**Placement view**

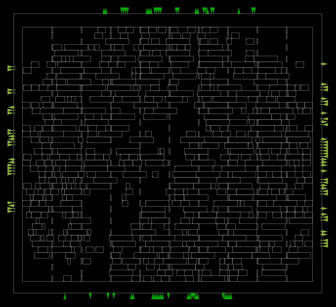
**Routed clock nets over the placement**

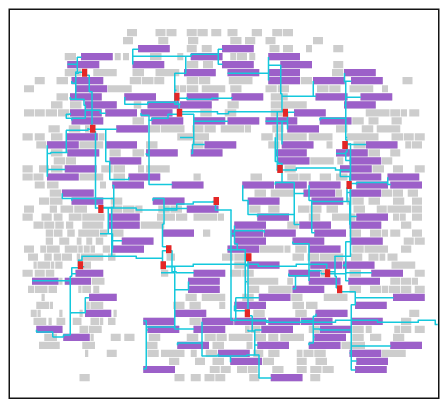
--- config.mk ---
export PLATFORM = sky130hd
export DESIGN_NAME = res_queue
export DESIGN_NICKNAME = d
export VERILOG_FILES = /design/src/rtl/mmm_pkg.sv /design/src/rtl/res_queue.sv
export SDC_FILE = /design/constraint.sdc
export NUM_CORES = 1
export LEC_CHECK = 0
export CORE_ASPECT_RATIO = 0.9
export CORE_MARGIN = 4
export CORE_UTILIZATION = 43
export CTS_BUF_LIST = sky130_fd_sc_hd__clkbuf_2
export DETAILED_ROUTE_END_ITERATION = 10
export HOLD_SLACK_MARGIN = 0.08
export PLACE_DENSITY = 0.73
export SLEW_MARGIN = 20
export SYNTH_ARGS = -nofsm -noshare
export SYNTH_HDL_FRONTEND = slang
export SYNTH_SLANG_ARGS = --single-unit
--- constraint.sdc ---
create_clock -name clk_i -period 14.3 [get_ports clk_i]
set_input_delay 1.43 -clock clk_i [delete_from_list [all_inputs] [get_ports clk_i]]
set_output_delay 1.43 -clock clk_i [all_outputs]
set_load 0.01 [all_outputs]
--- src/rtl/mmm_pkg.sv ---
// Shared types for the branch-prediction front end: machine word width,
// the branch resolution record and the resolution-queue depth.
package mmm_pkg;

    localparam int XLEN        = 32;
    localparam int RES_Q_DEPTH = 4;

    // One resolved branch as reported by an execute-stage branch unit.
    typedef struct packed {
        logic            valid;
        logic [XLEN-1:0] pc;
        logic            taken;
    } resolution_t;

endpackage

--- src/rtl/res_queue.sv ---
// Branch-resolution queue: accepts up to two in-order resolutions per cycle
// from the branch units and replays them one per cycle to the gshare
// predictor. The predictor therefore updates its history and PHT strictly in
// program order.
module res_queue
    import mmm_pkg::*;
#(
    parameter int DEPTH = RES_Q_DEPTH
) (
    input  logic                       clk_i,
    input  logic                       rst_n_i,
    input  logic                       flush_i,
    input  resolution_t                res0_i,
    input  resolution_t                res1_i,
    output logic                       ready_o,
    output resolution_t                res_o,
    output logic [$clog2(DEPTH+1)-1:0] count_o
);

    localparam int PW = $clog2(DEPTH);
    localparam int CW = $clog2(DEPTH + 1);

    typedef logic [PW-1:0] ptr_t;
    typedef logic [CW-1:0] cnt_t;

    // Payload storage; validity is implied by the occupancy count.
    logic [XLEN-1:0] r_pc    [DEPTH];
    logic            r_taken [DEPTH];

    ptr_t r_wr_ptr;
    ptr_t r_rd_ptr;
    cnt_t r_count;

    logic w_ready;
    logic w_push0;
    logic w_push1;
    logic w_pop;
    ptr_t w_wr_ptr1;
    cnt_t w_n_push;

    // Two free slots are needed so a dual push can never overflow.
    assign w_ready = (DEPTH - int'(r_count)) >= 2;

    // Flush wins over both push and pop.
    assign w_push0 = w_ready && !flush_i && res0_i.valid;
    assign w_push1 = w_ready && !flush_i && res1_i.valid;
    assign w_pop   = (r_count != '0) && !flush_i;

    // res1 lands right after res0 when both push, otherwise at wr_ptr (no hole).
    assign w_wr_ptr1 = r_wr_ptr + ptr_t'(w_push0);
    assign w_n_push  = cnt_t'(w_push0) + cnt_t'(w_push1);

    // Write accepted resolutions into the circular buffer.
    // NOTE: the payload array has no reset; an entry is only ever read while
    // the count says it is occupied, so its power-up contents never matter.
    always_ff @(posedge clk_i) begin
        if (w_push0) begin
            r_pc[r_wr_ptr]    <= res0_i.pc;
            r_taken[r_wr_ptr] <= res0_i.taken;
        end
        if (w_push1) begin
            r_pc[w_wr_ptr1]    <= res1_i.pc;
            r_taken[w_wr_ptr1] <= res1_i.taken;
        end
    end

    // Pointer and occupancy bookkeeping; pointers wrap naturally at DEPTH.
    // NOTE: state registers use non-blocking assignments so every flop samples
    // pre-edge values regardless of statement order.
    always_ff @(posedge clk_i or negedge rst_n_i) begin
        if (!rst_n_i) begin
            r_wr_ptr <= '0;
            r_rd_ptr <= '0;
            r_count  <= '0;
        end else if (flush_i) begin
            r_wr_ptr <= '0;
            r_rd_ptr <= '0;
            r_count  <= '0;
        end else begin
            r_wr_ptr <= r_wr_ptr + ptr_t'(w_n_push);
            r_rd_ptr <= r_rd_ptr + ptr_t'(w_pop);
            r_count  <= r_count + w_n_push - cnt_t'(w_pop);
        end
    end

    // Present the head entry; the predictor always consumes it this cycle.
    // NOTE: the output is defaulted to zero first so no path leaves it
    // unassigned, which would otherwise infer a latch.
    always_comb begin
        res_o = '0;
        if (r_count != '0) begin
            res_o.valid = 1'b1;
            res_o.pc    = r_pc[r_rd_ptr];
            res_o.taken = r_taken[r_rd_ptr];
        end
    end

    assign ready_o = w_ready;
    assign count_o = r_count;

    // Producer must hold a younger resolution until the queue is ready.
    a_res1_protocol: assert property (@(posedge clk_i) disable iff (!rst_n_i)
        !(res1_i.valid && !w_ready && !flush_i));

endmodule
==> metrics.cfg <==
[outcome]
status=completed

[logic_synthesis]
muxShareOfSynthArea_pct=30.6
syn_area_um2=7280
yosys_warnings=0
numSynthFlops=139
top_logic_kind=multiplexers
synth.cellmix.simpleShare_pct=5.71
syn_avg_cell_area_um2=17.1
synth_chip_area_um2=7280
synth_cell_types=31
synthesis.nets=508
netlist_instances=426
ys_seq_share_pct=56.9

[placement]
pre_cts_ws_ps=9530
globalplace.congestion=0.725
dpl.hpwl_um=9850

[setup_path]
crit_arrival_ps=3170
crit_path_max_fanout=21
crit_start=r_rd_ptr[0]
end_kind=primary output
reg2reg_depth=11
rr_endpoint=r_pc[3][0]
startpoint_type=flip-flop
cp_cell_sequence=buf_4 > mux4_2 > and2_1 > clkdlybuf4s50_1
cp_data_required_time_ps=12870
r2r_slack_ps=10040
timing.rr.start=count_o[0]
crit_end=res_o[20]
cpPeakStageDelay_ps=710
crit_type=reg2out

[power_and_ir_drop]
power_density_nw_per_um2=160
ir_drop_mv=0.0934
p_leak_uw=0.00301

[min_path]
hold_end=count_o[2]
holdCritStartpoint=count_o[2]
min_path_cells=2
holdCritPathClass=reg2reg

[layout]
antenna_cells=1
nonClockBufferCount=118
comb_area_um2=2960
inverters=9
n_clock_buffer=20
clk_share_pct=3.06
nonClkBufAreaFrac_pct=13.1
layout_top_cells=mux2_2 (132), edfxtp_1 (132), clkdlybuf4s50_1 (108)
nets=619
area_dominant_class=sequential cells
comb_share_pct=33.5
drive_above_1_share_pct=39.6

[drt]
drt-wirelength-per-cell_um=21.5
vias=4125
drtIter0Drc=214
drt-pass1-iter-count=4
post-route-drc-count=0

[grt]
grt_overflow=0
antenna_found_initial=1
grt_pass1_wl_um=25500
grt_max_degree=35

[final_timing]
finalSetupViolations=0
rsz0062_at_grt=false
layout_min_cycle_time_ps=4600
final-max-slew-violation-count=0
setup_tns_ps=0
skew_ps=33.0
hold_violations=0

[clock_network]
clock_latency_ps=740
numCtsBuffers=17
clk_path_buf_depth=2
cts_tree=built
post_cts_resized=0
ctsHoldBuffers=0

[floorplanning]
core_area_um2=16400
chipArea_um2=19100
dieWidth_um=145
tap_cells=207

[flow_run]
warning_count=27
cap_violations=0

## Picture notes: 'placement view'
Flops: 139
Seq/total area: 47.0%
Non-Filler Instances: 758
post-layout util: 53.9%
number of fill cells: 1319

## Picture notes: 'routed clock nets over the placement'
[clock-net drivers] red | count: 17
[clock wires] cyan | length: 1670 um
[flip-flops] purple | count: 139
routed clock nets: 18

## where the power goes
| group | switching, uW | internal (uW) |
|---|---|---|
| clock network | 142 | 116 |
| registers | 38.0 | 534 |
| logic | 270 | 311 |
## synth_stat cells, drive strengths merged
library cell | count | area share [%]
buf | 19 | 2.4
a21o | 1 | 0.10
xnor2 | 5 | 0.60
nor2b | 4 | 0.34
nor3b | 4 | 0.48
nand4 | 6 | 0.86
fa | 1 | 0.28
and2 | 33 | 2.8
edfxtp | 132 | 54
o22ai | 2 | 0.17
ha | 10 | 1.7
o31ai | 2 | 0.21
nand2 | 2 | 0.10
mux2 | 132 | 20
nor2 | 5 | 0.26
clkbuf | 7 | 0.36
o21bai | 1 | 0.10
and3b | 1 | 0.12
inv | 9 | 0.46
xor2 | 2 | 0.24
and4b | 1 | 0.14
o21ai | 1 | 0.12
or3b | 1 | 0.12
dfrtp | 7 | 2.4
nor4bb | 1 | 0.14
mux4 | 33 | 10
nand3b | 1 | 0.10
nand3 | 3 | 0.21
## per-stage QoR
stage	utilization [%]	hold WS (ps)	instances	area, um^2	total power (uW)
after global placement	52.3	615	725	8550	1160
final	53.9	637	758	8820	1410
after floorplan	-	580	426	7280	926
after global routing	53.9	697	758	8820	1490
after detailed placement	52.3	617	725	8550	1170
after CTS	53.9	645	757	8820	1430
## per-layer routing
layer	wire length, um	GRT usage [%]
met5	0	0
met4	157	4.54
met3	910	4.82
met2	8010	29.3
met1	7220	22.7
## sequential cells by signal, indices dropped and copies added, names as in the netlist
register and cells:
r_pc 128, r_taken 4, count_o 3, r_rd_ptr 2
r_wr_ptr 2
## critical path: cells and delay by family (launching register included)
family / cells / cell delay, ps
DFF: 1 / 710
muxes: 1 / 570
buffers and inverters: 2 / 980
and+or+nand+nor: 1 / 190
Power and IR drop assume default switching activity.
